==> src/rtl/alarm_sequencer.sv <==
// alarm_sequencer
// ---------------
// Clocked controller for the alarm clock. Holds the alarm time in BCD,
// selects the edit field, edits the alarm digits, and runs the
// arm / ring / snooze state machine off a one-cycle-per-second tick.
//
// Optional feature macro: ALARM_SNOOZE_EN
//   defined     -> SNOOZE state and a 16-bit snooze counter exist.
//   not defined -> snooze_key is ignored, snoozing is tied to 0 and
//                  ringing ends only by timeout or arm_key.
//
// Ports
//   clk, reset           system clock, synchronous active-high reset
//   sec_tick             one-cycle pulse per second
//   left_key, right_key  field select step back / forward (one-cycle pulses)
//   up_key               increment the selected alarm field
//   arm_key              arm / disarm / dismiss / cancel snooze
//   snooze_key           snooze while ringing
//   cur_*                current time, BCD; must already show the new
//                        second in the cycle sec_tick is high
//   field                edit field: 0 = sec, 1 = min, 2 = hour
//   alm_*                alarm time, BCD
//   armed                state is ARMED, RINGING or SNOOZE
//   ringing, snoozing    state is RINGING / SNOOZE
//   beep                 blinking indicator, toggles each second while ringing
//   state_dbg            raw FSM state (0 DISARMED, 1 ARMED, 2 RINGING, 3 SNOOZE)
//
// Handshakes: there are none. Every key and tick input is a single-cycle
// pulse that is acted on at the edge where it is sampled high; no ready or
// acknowledge is returned. All effects appear right after that edge.
//
// Same-cycle priority inside the FSM: arm_key > snooze_key > sec_tick.
// Alarm editing is independent of the FSM and allowed in every state.

module alarm_sequencer #(
    parameter int RING_SECONDS   = 60,
    parameter int SNOOZE_SECONDS = 300
) (
    input  logic       clk,
    input  logic       reset,
    input  logic       sec_tick,
    input  logic       left_key,
    input  logic       right_key,
    input  logic       up_key,
    input  logic       arm_key,
    input  logic       snooze_key,
    input  logic [3:0] cur_sec_msb,
    input  logic [3:0] cur_sec_lsb,
    input  logic [3:0] cur_min_msb,
    input  logic [3:0] cur_min_lsb,
    input  logic [3:0] cur_hour_msb,
    input  logic [3:0] cur_hour_lsb,
    output logic [1:0] field,
    output logic [3:0] alm_sec_msb,
    output logic [3:0] alm_sec_lsb,
    output logic [3:0] alm_min_msb,
    output logic [3:0] alm_min_lsb,
    output logic [3:0] alm_hour_msb,
    output logic [3:0] alm_hour_lsb,
    output logic       armed,
    output logic       ringing,
    output logic       snoozing,
    output logic       beep,
    output logic [1:0] state_dbg
);

    typedef enum logic [1:0] {
        ST_DISARMED = 2'd0,
        ST_ARMED    = 2'd1,
        ST_RINGING  = 2'd2,
        ST_SNOOZE   = 2'd3
    } state_t;

    localparam logic [15:0] RING_LOAD = 16'(RING_SECONDS);

    state_t      state_q, state_d;
    logic [1:0]  field_q, field_d;
    logic [3:0]  alm_sec_msb_q, alm_sec_msb_d;
    logic [3:0]  alm_sec_lsb_q, alm_sec_lsb_d;
    logic [3:0]  alm_min_msb_q, alm_min_msb_d;
    logic [3:0]  alm_min_lsb_q, alm_min_lsb_d;
    logic [3:0]  alm_hour_msb_q, alm_hour_msb_d;
    logic [3:0]  alm_hour_lsb_q, alm_hour_lsb_d;
    logic [15:0] ring_cnt_q, ring_cnt_d;
    logic        beep_q, beep_d;
    logic        alarm_match;

`ifdef ALARM_SNOOZE_EN
    localparam logic [15:0] SNOOZE_LOAD = 16'(SNOOZE_SECONDS);
    logic [15:0] snooze_cnt_q, snooze_cnt_d;
`else
    // Snooze hardware is absent; these inputs intentionally go nowhere.
    logic unused_snooze;
    assign unused_snooze = ^{snooze_key, 32'(SNOOZE_SECONDS)};
`endif

    // Increment a 00..59 BCD pair with wrap, no carry out.
    function automatic logic [7:0] inc_bcd60(input logic [3:0] msb, input logic [3:0] lsb);
        if (lsb == 4'd9) begin
            if (msb == 4'd5) return 8'h00;
            return {msb + 4'd1, 4'd0};
        end
        return {msb, lsb + 4'd1};
    endfunction

    // Increment a 00..23 BCD pair with wrap.
    function automatic logic [7:0] inc_bcd24(input logic [3:0] msb, input logic [3:0] lsb);
        if (msb == 4'd2 && lsb == 4'd3) return 8'h00;
        if (lsb == 4'd9) return {msb + 4'd1, 4'd0};
        return {msb, lsb + 4'd1};
    endfunction

    // Compare uses the registered alarm, so an edit in the same cycle as a
    // tick does not affect that tick's match.
    assign alarm_match = (cur_sec_msb  == alm_sec_msb_q)  && (cur_sec_lsb  == alm_sec_lsb_q)  &&
                         (cur_min_msb  == alm_min_msb_q)  && (cur_min_lsb  == alm_min_lsb_q)  &&
                         (cur_hour_msb == alm_hour_msb_q) && (cur_hour_lsb == alm_hour_lsb_q);

    // Field selector and alarm editing.
    always_comb begin
        field_d        = field_q;
        alm_sec_msb_d  = alm_sec_msb_q;
        alm_sec_lsb_d  = alm_sec_lsb_q;
        alm_min_msb_d  = alm_min_msb_q;
        alm_min_lsb_d  = alm_min_lsb_q;
        alm_hour_msb_d = alm_hour_msb_q;
        alm_hour_lsb_d = alm_hour_lsb_q;

        if (right_key && !left_key) begin
            field_d = (field_q == 2'd2) ? 2'd0 : field_q + 2'd1;
        end else if (left_key && !right_key) begin
            field_d = (field_q == 2'd0) ? 2'd2 : field_q - 2'd1;
        end

        if (up_key) begin
            case (field_q)
                2'd0:    {alm_sec_msb_d, alm_sec_lsb_d}   = inc_bcd60(alm_sec_msb_q, alm_sec_lsb_q);
                2'd1:    {alm_min_msb_d, alm_min_lsb_d}   = inc_bcd60(alm_min_msb_q, alm_min_lsb_q);
                2'd2:    {alm_hour_msb_d, alm_hour_lsb_d} = inc_bcd24(alm_hour_msb_q, alm_hour_lsb_q);
                default: ;
            endcase
        end
    end

    // Alarm state machine: next state, counters and beep.
    always_comb begin
        state_d    = state_q;
        ring_cnt_d = ring_cnt_q;
        beep_d     = beep_q;
`ifdef ALARM_SNOOZE_EN
        snooze_cnt_d = snooze_cnt_q;
`endif

        case (state_q)
            ST_DISARMED: begin
                beep_d = 1'b0;
                if (arm_key) state_d = ST_ARMED;
            end

            ST_ARMED: begin
                beep_d = 1'b0;
                if (arm_key) begin
                    state_d = ST_DISARMED;
                end else if (sec_tick && alarm_match) begin
                    state_d    = ST_RINGING;
                    ring_cnt_d = RING_LOAD;
                    beep_d     = 1'b1;
                end
            end

            ST_RINGING: begin
                if (arm_key) begin
                    state_d = ST_ARMED;
                    beep_d  = 1'b0;
                end
`ifdef ALARM_SNOOZE_EN
                else if (snooze_key) begin
                    state_d      = ST_SNOOZE;
                    snooze_cnt_d = SNOOZE_LOAD;
                    beep_d       = 1'b0;
                end
`endif
                else if (sec_tick) begin
                    // The matching tick is not counted, so the tick that
                    // sees 1 is the RING_SECONDS-th one after it.
                    ring_cnt_d = ring_cnt_q - 16'd1;
                    if (ring_cnt_q == 16'd1) begin
                        state_d = ST_ARMED;
                        beep_d  = 1'b0;
                    end else begin
                        beep_d = ~beep_q;
                    end
                end
            end

`ifdef ALARM_SNOOZE_EN
            ST_SNOOZE: begin
                beep_d = 1'b0;
                if (arm_key) begin
                    state_d = ST_ARMED;
                end else if (sec_tick) begin
                    snooze_cnt_d = snooze_cnt_q - 16'd1;
                    if (snooze_cnt_q == 16'd1) begin
                        state_d    = ST_RINGING;
                        ring_cnt_d = RING_LOAD;
                        beep_d     = 1'b1;
                    end
                end
            end
`endif

            default: begin
                state_d = ST_DISARMED;
                beep_d  = 1'b0;
            end
        endcase
    end

    always_ff @(posedge clk) begin
        if (reset) begin
            state_q        <= ST_DISARMED;
            field_q        <= 2'd0;
            alm_sec_msb_q  <= 4'd0;
            alm_sec_lsb_q  <= 4'd0;
            alm_min_msb_q  <= 4'd0;
            alm_min_lsb_q  <= 4'd0;
            alm_hour_msb_q <= 4'd0;
            alm_hour_lsb_q <= 4'd0;
            ring_cnt_q     <= 16'd0;
            beep_q         <= 1'b0;
`ifdef ALARM_SNOOZE_EN
            snooze_cnt_q   <= 16'd0;
`endif
        end else begin
            state_q        <= state_d;
            field_q        <= field_d;
            alm_sec_msb_q  <= alm_sec_msb_d;
            alm_sec_lsb_q  <= alm_sec_lsb_d;
            alm_min_msb_q  <= alm_min_msb_d;
            alm_min_lsb_q  <= alm_min_lsb_d;
            alm_hour_msb_q <= alm_hour_msb_d;
            alm_hour_lsb_q <= alm_hour_lsb_d;
            ring_cnt_q     <= ring_cnt_d;
            beep_q         <= beep_d;
`ifdef ALARM_SNOOZE_EN
            snooze_cnt_q   <= snooze_cnt_d;
`endif
        end
    end

    assign field        = field_q;
    assign alm_sec_msb  = alm_sec_msb_q;
    assign alm_sec_lsb  = alm_sec_lsb_q;
    assign alm_min_msb  = alm_min_msb_q;
    assign alm_min_lsb  = alm_min_lsb_q;
    assign alm_hour_msb = alm_hour_msb_q;
    assign alm_hour_lsb = alm_hour_lsb_q;
    assign armed        = (state_q != ST_DISARMED);
    assign ringing      = (state_q == ST_RINGING);
`ifdef ALARM_SNOOZE_EN
    assign snoozing     = (state_q == ST_SNOOZE);
`else
    assign snoozing     = 1'b0;
`endif
    assign beep         = beep_q;
    assign state_dbg    = state_q;

endmodule
==> config.mk <==
export PLATFORM = sky130hd
export DESIGN_NAME = alarm_sequencer
export DESIGN_NICKNAME = d
export VERILOG_FILES = /design/src/rtl/alarm_sequencer.sv
export SDC_FILE = /design/constraint.sdc
export NUM_CORES = 1
export LEC_CHECK = 0
export CORE_ASPECT_RATIO = 0.75
export CORE_UTILIZATION = 54
export DETAILED_ROUTE_END_ITERATION = 16
export PLACE_DENSITY = 0.85
export SLEW_MARGIN = 30
export SYNTH_ARGS = -nofsm -noshare
export SYNTH_HDL_FRONTEND = slang
export SYNTH_SLANG_ARGS = --single-unit
==> constraint.sdc <==
create_clock -name clk -period 3.9 [get_ports clk]
set_clock_uncertainty 0.2 [all_clocks]
set_input_delay 0.975 -clock clk [delete_from_list [all_inputs] [get_ports clk]]
set_output_delay 0.975 -clock clk [all_outputs]
set_load 0.005 [all_outputs]
Figure 1. Wiring by layer (run 1).
Scale: 6 px per um. Two of the layers only.
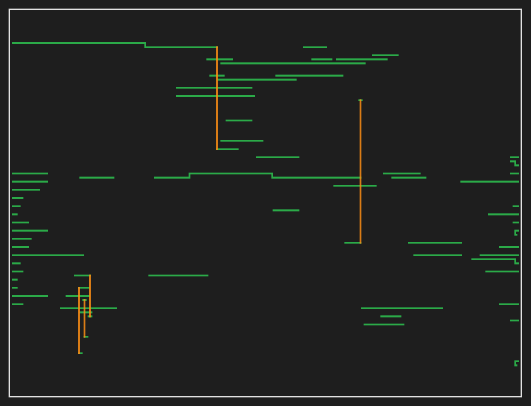
colour	layer	wire length
green	met3	397 um
orange	met4	64.6 um

Figure 2. Signal wires on met2 (run 1).
Scale: 4 px per um. Cells faint in the background.
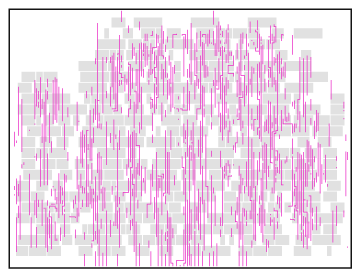
nets with wire on the layer	381
longest straight run	35.7 um

==> Slide: Implementation Results, run 1 <==
Synthesis and Place & Route Summary

Critical path
  – CP max stage cell: clkdlybuf4s50_1
  – Critical path startpoint category: primary input
  – Arrival time worst endpoint: 3.11 ns
  – Reg2Reg Depth: 6
  – Max incr delay on CP: 0.49 ns
  – CP Class: primary input to flip-flop
  – Flop-to-flop setup slack: 1.50 ns
  – Worst path required time: 3.87 ns
  – CP max FO: 10
  – Crit. End Element: flip-flop
  – CP Cell Sequence: clkdlybuf4s50_1 -> and2b_2 -> nor4_1 -> nand4b_1 -> o21ai_4 -> and2_1 -> a311oi_1
  – CP top delay family: simple AND/OR/NAND/NOR gates
  – Number of cells on the critical path: 7
  – CP bufs+invs: 1

Clocking
  – Cts hold-fix bufs: 0
  – TritonCTS clock tree: yes
  – Root buf cell: clkbuf_8
  – H-Tree Depth: 2
  – Post-CTS sizing: 0
  – CTS Sinks: 45
  – Reg clk slew, reported paths: 0.09 ns
  – Setup bufs post-CTS: 0
  – Clk buf depth: 2
  – Number of buffers created by CTS: 5

Synth
  – Synth Area per Inst: 8.37 sq um
  – Ys cells: 334
  – Ys async rst share: 0
  – Unique cell types: 54
  – Main flop type: dfxtp_1
  – Synth Cell Area: 2800 sq um
  – Yosys Chip Area: 2800 sq um
  – Synth Seq Share: 0.322
  – Flops out of synthesis: 45
  – Synth warn: 0
  – Syn_nets: 380
  – Mapped Cells: 334
  – Count of library flops with an enable pin: 0

Detailed routing
  – ANT nets after route: 0
  – Via Count: 2684
  – WL/cell: 15.2 um
  – Drt via density: 5.90
  – DRC Markers: 0
  – Routed WL: 6.93 mm
  – Detailed Routing Iterations Pass 1: 4
  – DR iter-0 viols: 238

Global routing
  – Largest net degree at the start of global routing: 41
  – First-pass GRT wire length: 11.6 mm
  – Vias in the first global route: 2441
  – Gr usage total: 0.268
  – Initial antenna violation count: 0
  – Gr ovfl total: 0

Finish
  – Diode count: 0
  – Layout fillers: 377
  – Inverters: 17
  – Clk tree area frac: 0.0285
  – Area delta synth->final: 27.1%
  – Buffering overhead: 0.180
  – Final core utilization: 0.721
  – Buffers excl. clock: 65
  – Non-Filler Instances: 455
  – Largest class: multi-input combinational cells
  – Sequential cell area share: 0.253
  – Multi-In Gates: 260
  – Ratio of cells with drive above 1 in the final layout: 0.0709
  – Final net count: 440
  – Reg area: 901 sq um
  – Comb/total area: 0.499
  – Gate Area: 1770 sq um

Die
  – FP Util: 0.568
  – Tap cell count: 60
  – Die Ht: 64.3 um
  – Die Wd: 85.1 um
  – # IOs: 64
  – # rows: 22
  – Core Area: 4930 sq um
  – Die area: 5470 sq um

Run
  – Tool Warnings: 35
  – Maxcap violations: 0

Place
  – DP Cell Count: 447
  – Routability Congestion: 0.831
  – Port bufs: 61
  – DP Wirelength: 5.17 mm

STA
  – Fmax: 0.318 GHz
  – Fin crit period: 3.14 ns
  – Setup-failing EPs final: 0
  – Setup TNS: 0 ns
  – Max_slew headroom: 0.621
  – Final period utilization: 0.805
  – Slew Viols, Final: 0
  – Measured slew at the worst slew-check pin: 0.564 ns
  – RSZ-0062 raised after global routing: no
  – Final hold violation count: 0

Power and ir drop
  – Max VDD drop: 0.000196 V
  – Static leakage power: 1.35 nW
  – PD cells: 296 nW/um^2

Worst hold path
  – Worst Hold Path Cells: 2
  – HP Class: flip-flop to flip-flop

Status
  – Status: complete, no violations
Figure 3. Clock routing (run 1).
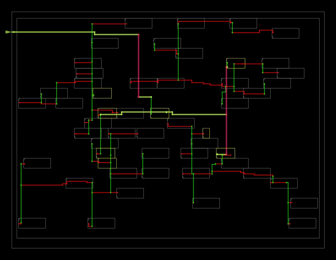
Clock Latency Late Sink: 0.30 ns
clk pwr: 0.317 mW
flop count: 45
CLK BUF: 7

run 1: per-stage QoR:
step                      hold slack [ns]  total power, mW  worst slack (ns)  cell area (sq um)
after global routing                0.324             1.11             0.669               3550
after detailed placement            0.274            0.741             0.501               3450
final                               0.286             1.05             0.759               3550
after CTS                           0.289             1.06             0.810               3550
after floorplan                     0.243            0.649              1.24               2800
after global placement              0.256            0.734             0.523               3450
run 1: path summary, 6_finish.rpt:
kind / startpoint / endpoint
setup reg to reg: alm_min_lsb[2]$_SDFFE_PP0P_ / ring_cnt_q[5]$_SDFFE_PP0P_
setup / recovery: cur_sec_msb[2] / ring_cnt_q[5]$_SDFFE_PP0P_
hold reg to reg: ring_cnt_q[14]$_SDFFE_PP0P_ / ring_cnt_q[14]$_SDFFE_PP0P_
hold / removal: ring_cnt_q[14]$_SDFFE_PP0P_ / ring_cnt_q[14]$_SDFFE_PP0P_
run 1: cell usage after synthesis, types with 2 or more instances:
library cell  count  area (sq um)
nor3b_1           5          37.5
xor2_1           29           254
nor3_1           12          60.1
a311oi_1          6          52.6
a21oi_1          17          85.1
mux2i_1           3          30.0
nand4b_1          2          17.5
buf_2             2          10.0
o21a_1            4          30.0
nor4_1           10          62.6
nand3_1          19          95.1
nand2b_1          5          31.3
xnor2_1           6          52.6
ha_1             14           175
and2_1            7          43.8
o21ai_0          14          70.1
or2b_2            4          35.0
nand4_1           5          31.3
nand2_1          19          71.3
o31ai_1           3          22.5
or4_4             2          22.5
dfxtp_1          45           901
inv_1            15          56.3
nor2_1           29           109
nor4_2            3          37.5
clkbuf_1          7          26.3
nor2b_1           6          37.5
a211oi_1          6          45.0
a31oi_1           5          31.3
a32o_1            6          60.1
run 1: state kept, by name, indices dropped and copies added, names as in the netlist, 4 cells and up:
name,cells
alm_hour_msb,4
ring_cnt_q,16
alm_min_msb,4
alm_sec_msb,4
alm_min_lsb,4
alm_hour_lsb,4
alm_sec_lsb,4
run 1: report_power, final:
group	internal [mW]	switching (mW)	leakage, nW
logic	0.111	0.131	0.927
registers	0.474	0.0193	0.364
clock network	0.160	0.156	0.0542
run 1: routing by layer:
layer,vias up,part of all wire,track usage
met5,-,0,0
met4,0,0.0092,0.0678
met1,1251,0.49,0.379
met2,101,0.44,0.426
li1,1321,-,-
met3,11,0.057,0.0413
run 1: layout by cell type (no fill, tap or decap), types with 7 or more instances in the layout:
cell / netlist / layout
a21oi_1: 17 / 17
nor3_1: 12 / 12
inv_1: 15 / 15
clkdlybuf4s50_1: 0 / 61
nor4_1: 10 / 10
and2_1: 7 / 7
dfxtp_1: 45 / 45
xor2_1: 29 / 29
clkbuf_8: 0 / 7
nand3_1: 19 / 19
o21ai_0: 14 / 14
ha_1: 14 / 14
nor2_1: 29 / 29
nand2_1: 19 / 19
run 1: logic make-up after synthesis:
logic type / count (synthesis) / synth area share
buffers and inverters: 29 / 0.0438
flip-flops: 45 / 0.322
multiplexers: 3 / 0.0107
adder cells (fa/ha/maj): 14 / 0.0626
AND/OR/NAND/NOR: 137 / 0.276
AND-OR/OR-AND: 70 / 0.174
other: 1 / 0.00134
XOR/XNOR: 35 / 0.110
--- run 2 (diff from run 1) ---
Settings changed: CORE_UTILIZATION 54 to 51, PLACE_DENSITY 0.85 to 0.81.
Clock period 3.9 ns to 2.95 ns, I/O delays scaled along.
Figure 4. Layout detail (run 2).
Window x 56 to 76, y 40 to 60 um. Cells in grey, sequential cells in the stronger grey; small squares are vias.
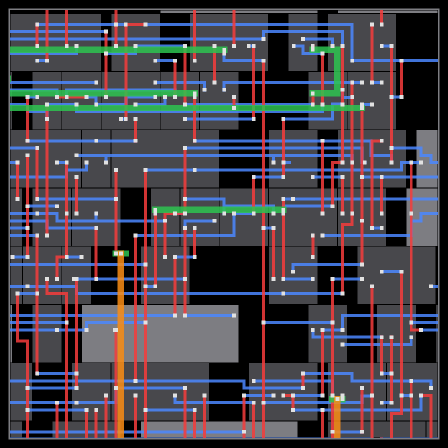
colour	layer
blue	met1
green	met3
orange	met4
red	met2
most frequent	nand3_1 (4), o21ai_0 (4)
netlist names of flops here include	`ring_cnt_q` (1)
cells with their middle in the window	39
sequential cells in the window	1

Figure 5. I/O nets highlighted (run 2).
Scale: 4 px per um.
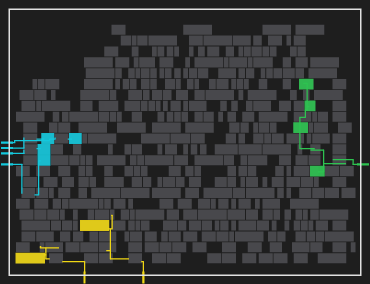
colour	port	direction	edge	end cells	wire
green	`sec_tick`	input	right	5	46.2 um
yellow	`field`	output	bottom	2	38.4 um
cyan	`cur_min_msb`	input	left	4	44.8 um

==> Slide: Implementation Results, run 2 <==
Synthesis and Place & Route Summary

Finish
  – Area delta synth->final: 29.1%
  – Most instantiated logic cells after routing: clkdlybuf4s50_1, dfxtp_1, xor2_1, nor2_1
  – Final net count: 448
  – Design Area, Final: 3610 sq um
  – Largest Register: ring_cnt_q
  – Layout fillers: 408
  – Final core utilization: 0.709
  – Max reg flops: 16
  – Non-Filler Instances: 475
  – Reg area: 901 sq um

Place
  – DP Wirelength: 5.15 mm
  – Dpl ws: -0.139 ns
  – Routability Congestion: 0.829
  – DP Cell Count: 467

Synth
  – Synth Seq Share: 0.322
  – Unique cell types: 54
  – Synth warn: 0
  – Most frequent cells after synthesis: dfxtp_1, nor2_1, xor2_1
  – Most numerous cell in the Yosys netlist: dfxtp_1
  – Yosys Chip Area: 2800 sq um
  – Synth Area per Inst: 8.37 sq um
  – Flops out of synthesis: 45
  – Ys async rst share: 0
  – Biggest area consumer among synthesized cells: dfxtp_1
  – Syn_nets: 380
  – Mapped Cells: 334
  – Count of library flops with an enable pin: 0

Clocking
  – CTS Sinks: 45
  – Setup bufs post-CTS: 0
  – Root buf cell: clkbuf_8
  – Clk buf depth: 2
  – H-Tree Depth: 2
  – TritonCTS clock tree: yes
  – Post-CTS sizing: 0
  – Number of buffers created by CTS: 5

Power and ir drop
  – Static leakage power: 1.37 nW
  – PD cells: 376 nW/um^2
  – Max VDD drop: 0.000196 V

Detailed routing
  – Routed WL: 6.86 mm
  – ANT nets after route: 0
  – DR iter-0 viols: 173

Run
  – Tool Warnings: 35
  – Maxcap violations: 0

Worst hold path
  – HP Class: flip-flop to flip-flop

Status
  – Status: complete, no violations

Global routing
  – Largest net degree at the start of global routing: 25
  – Initial antenna violation count: 0
  – Gr ovfl total: 0
  – First-pass GRT wire length: 11.2 mm

Die
  – Core Area: 5090 sq um
  – # rows: 22
  – Die Ht: 66.1 um
  – # IOs: 64

STA
  – Worst setup margin: 0.105 ns
  – Final period utilization: 0.964
  – Fmax: 0.351 GHz
  – Setup-failing EPs final: 0
  – WHS: 0.299 ns
  – Final hold violation count: 0
  – Fin crit period: 2.85 ns
  – Setup TNS: 0 ns

Critical path
  – CP Cell Sequence: clkdlybuf4s50_1 -> and2b_2 -> nor4_1 -> nand4b_1 -> o21ai_4 -> buf_4 -> nand3_1 -> a32o_1
  – Crit. End Element: flip-flop
[run 2: cells by family after synthesis]
kind of cell	count (synthesis)	share of synthesized area
AND-OR/OR-AND	70	0.174
XOR/XNOR	35	0.110
adder cells (fa/ha/maj)	14	0.0626
buffers and inverters	29	0.0438
flip-flops	45	0.322
multiplexers	3	0.0107
other	1	0.00134
AND/OR/NAND/NOR	137	0.276
[run 2: worst paths after layout]
path	from	to	slack, ns	cells past startpoint
max	cur_sec_msb[2]	ring_cnt_q[11]$_SDFFE_PP0P_	0.10	8
min reg2reg	ring_cnt_q[14]$_SDFFE_PP0P_	ring_cnt_q[14]$_SDFFE_PP0P_	0.30	2
min	ring_cnt_q[14]$_SDFFE_PP0P_	ring_cnt_q[14]$_SDFFE_PP0P_	0.30	2
max reg2reg	ring_cnt_q[4]$_SDFFE_PP0P_	state_dbg[0]$_SDFFE_PP0P_	0.61	6
[run 2: routing by layer]
| layer | track usage | up-vias | routed length (um) | share of wire |
|---|---|---|---|---|
| met5 | 0 | - | 0 | 0 |
| met1 | 0.370 | 1253 | 3530 | 0.51 |
| li1 | - | 1335 | - | - |
| met4 | 0.0697 | 0 | 53 | 0.0077 |
| met2 | 0.376 | 98 | 2900 | 0.42 |
| met3 | 0.0412 | 7 | 379 | 0.055 |
[run 2: final cells by class]
cell class,count,share of cell area
timing repair buffer,73,0.194
sequential,45,0.249
clock inverter,2,0.00277
tap,72,0.0249
inverter,17,0.0177
multi-input combinational,260,0.491
clock buffer,6,0.0201
[run 2: power by group]
part,switching [mW],internal (mW),total (mW)
Clock,0.213,0.165,0.377
Sequential,0.0257,0.627,0.652
Combinational,0.175,0.152,0.327
Total,0.413,0.943,1.36
[run 2: worst register-to-register path, delay by kind of cell, from the launching register on]
kind	cells	cell delay (ns)
AND/OR/NAND/NOR	3	1.09
AND-OR/OR-AND	3	0.60
flip-flops	1	0.38
Power is estimated from default activity; no workload was simulated.
